==> src/rtl/seq_detect_param.sv <==
// Serial pattern detector with a loadable PAT_W-bit pattern and a same-cycle Mealy match flag.
// Optional saturating match counter enabled by defining MATCH_CNT_EN.
module seq_detect_param #(
    parameter int               PAT_W   = 3,
    parameter logic [PAT_W-1:0] RST_PAT = PAT_W'(3'b101),
    parameter int               CNT_W   = 8
) (
    input  logic             clk,
    input  logic             rst,
    input  logic             in,
    input  logic             in_valid,
    input  logic             load,
    input  logic [PAT_W-1:0] pattern_in,
    input  logic             overlap,
    output logic             q
`ifdef MATCH_CNT_EN
    ,
    output logic [CNT_W-1:0] match_cnt
`endif
);

    localparam int               FW   = $clog2(PAT_W);
    localparam logic [FW-1:0]    FMAX = FW'(PAT_W - 1);

    logic [PAT_W-1:0] pat;
    logic [PAT_W-2:0] hist;
    logic [FW-1:0]    fill;
    logic [PAT_W-1:0] shifted;
    logic             hit;

    // A full window is the PAT_W-1 stored bits plus the bit arriving this cycle.
    assign shifted = {hist, in};
    assign hit     = (fill == FMAX) && (shifted == pat);
    assign q       = in_valid && !load && !rst && hit;

    always_ff @(posedge clk) begin
        if (rst) begin
            pat  <= RST_PAT;
            hist <= '0;
            fill <= '0;
        end else if (load) begin
            pat  <= pattern_in;
            fill <= '0;
        end else if (in_valid) begin
            hist <= shifted[PAT_W-2:0];
            if (hit && !overlap)
                fill <= '0;
            else if (fill != FMAX)
                fill <= fill + 1'b1;
        end
    end

`ifdef MATCH_CNT_EN
    always_ff @(posedge clk) begin
        if (rst)
            match_cnt <= '0;
        else if (q && (match_cnt != {CNT_W{1'b1}}))
            match_cnt <= match_cnt + 1'b1;
    end
`endif

endmodule

==> config.mk <==
export PLATFORM = sky130hd
export DESIGN_NAME = seq_detect_param
export DESIGN_NICKNAME = d
export VERILOG_FILES = /design/src/rtl/seq_detect_param.sv
export SDC_FILE = /design/constraint.sdc
export NUM_CORES = 1
export LEC_CHECK = 0
export CAP_MARGIN = 5
export CORE_AREA = 3 3 40 42
export CTS_CLUSTER_DIAMETER = 120
export DETAILED_ROUTE_END_ITERATION = 6
export DIE_AREA = 0 0 43 45
export SYNTH_ARGS = -nofsm -noshare
export SYNTH_HDL_FRONTEND = slang
export SYNTH_SLANG_ARGS = --single-unit
==> constraint.sdc <==
create_clock -name clk -period 1.25 [get_ports clk]
set_input_delay 0.3125 -clock clk [delete_from_list [all_inputs] [get_ports clk]]
set_output_delay 0.3125 -clock clk [all_outputs]
set_load 0.02 [all_outputs]
### Drive-strength map

Drawn at 8 px/um.
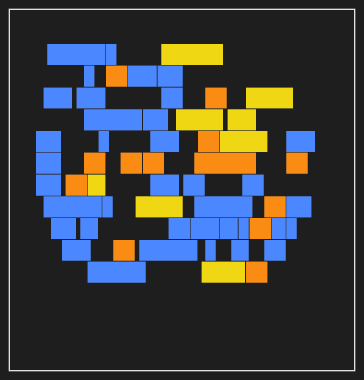
colour	size	cells
blue	x1 and smaller	37
orange	x3 and x4	13
yellow	x2	8

==> results.toml <==
# generated from flow reports
[synthesis]
syn_area_per_cell_um2 = 9.54

[floorplan]
rows = 13
core_um2 = 1280

[grt]
grt_pass1_wl_um = 1230

[status]
violations = "negative setup slack"
status = "finished with violations"

[flow_run]
maxCapViolCount = 0

[clock_tree]
clock-sinks = 7
cts_root_buf = "clkbuf_4"

[worst_setup_path]
cp_slowest_stage_delay_ns = 0.33
criticalPathCategory = "reg -> out"
critPathCaptureType = "output pin"

[route]
postRouteAntennaNets = 0
dr.pass1.iters = 2

[timing]
layout_setup_ws_ns = -0.256
setup_viol = 1
tightest_slew_ns = 0.303

[cells_and_area]
logic_area_um2 = 260

[worst_hold_path]
min_path_cells = 3

[place]
dpl.hpwl_um = 594
### Metal 1

Drawn at 12 px/um.
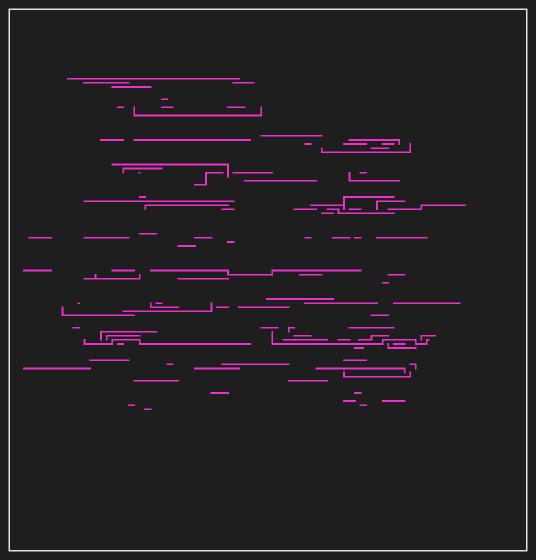
main direction	horizontal
longest straight run	14.3 um

metal layers:
layer	routed length, um	GRT usage	vias up
li1	-	-	171
met1	353	0.0971	137
met2	360	0.141	9
met3	46	0.0359	0
met4	0	0.0723	0
met5	0	0	-
tightest hold or removal path, stage by stage:
cell and delay [ns]:
dlygate4sd2_1 0.22, nor2_2 0.06, a21boi_1 0.12
path summary, 6_finish.rpt:
| check | to | start |
|---|---|---|
| worst min-delay path | fill[0] | load |
| worst max register to register | fill[0] | pat[0] |
| worst max-delay path | q | pat[0] |
| worst min register to register | pat[1] | pat[1] |
what timing repair did:
item	4_1_cts	5_1_grt
setup endpoints to repair	3	3
pin swaps	3	0
gates resized	13	3
buffers inserted	0	0
cell usage after synthesis:
cell type and n:
a211o_1 2, mux2i_1 4, o41ai_1 2, and2_1 2, a21boi_1 2, nor3b_1 1, nor2_1 5, inv_1 2
ha_1 1, nor4_1 1, a21oi_1 1, nor2b_1 1, and2b_1 2, xor2_1 3, nand3_1 1, dfxtp_1 7
state kept, by name, summed over array words and instances, names as in the netlist:
register,count
fill,2
hist,2
pat,3
report_power, final:
part	switching, mW	internal, mW	total [mW]
Combinational	0.0465	0.0602	0.107
Sequential	0.00816	0.235	0.243
Clock	0.0803	0.122	0.202
Total	0.135	0.417	0.551
final cells by class:
type | count | area share
inverters | 2 | 0.0126
flip-flops and latches | 7 | 0.237
repair buffers | 17 | 0.239
well taps | 15 | 0.0314
clock buffers | 4 | 0.0440
multi-input cells | 28 | 0.436
cell families (layout without fill, tap and decap cells):
group	count (synthesis)	after routing	synth area share
AND-OR/OR-AND	7	7	0.156
multiplexers	4	4	0.113
XOR/XNOR	3	3	0.0745
AND/OR/NAND/NOR	13	13	0.202
buffers and inverters	2	23	0.0213
flip-flops	7	7	0.397
adder cells (fa/ha/maj)	1	1	0.0355
stage by stage:
stage | power [mW] | cells | util | instance area, um2
finish | 0.551 | 73 | 0.464 | 597
global route | 0.586 | 73 | 0.464 | 597
CTS | 0.558 | 73 | 0.447 | 574
detailed placement | 0.348 | 69 | 0.420 | 539
global placement | 0.348 | 69 | 0.420 | 539
floorplan | 0.287 | 37 | - | 370
No activity file was given, so power comes from the tool's default toggle rates.
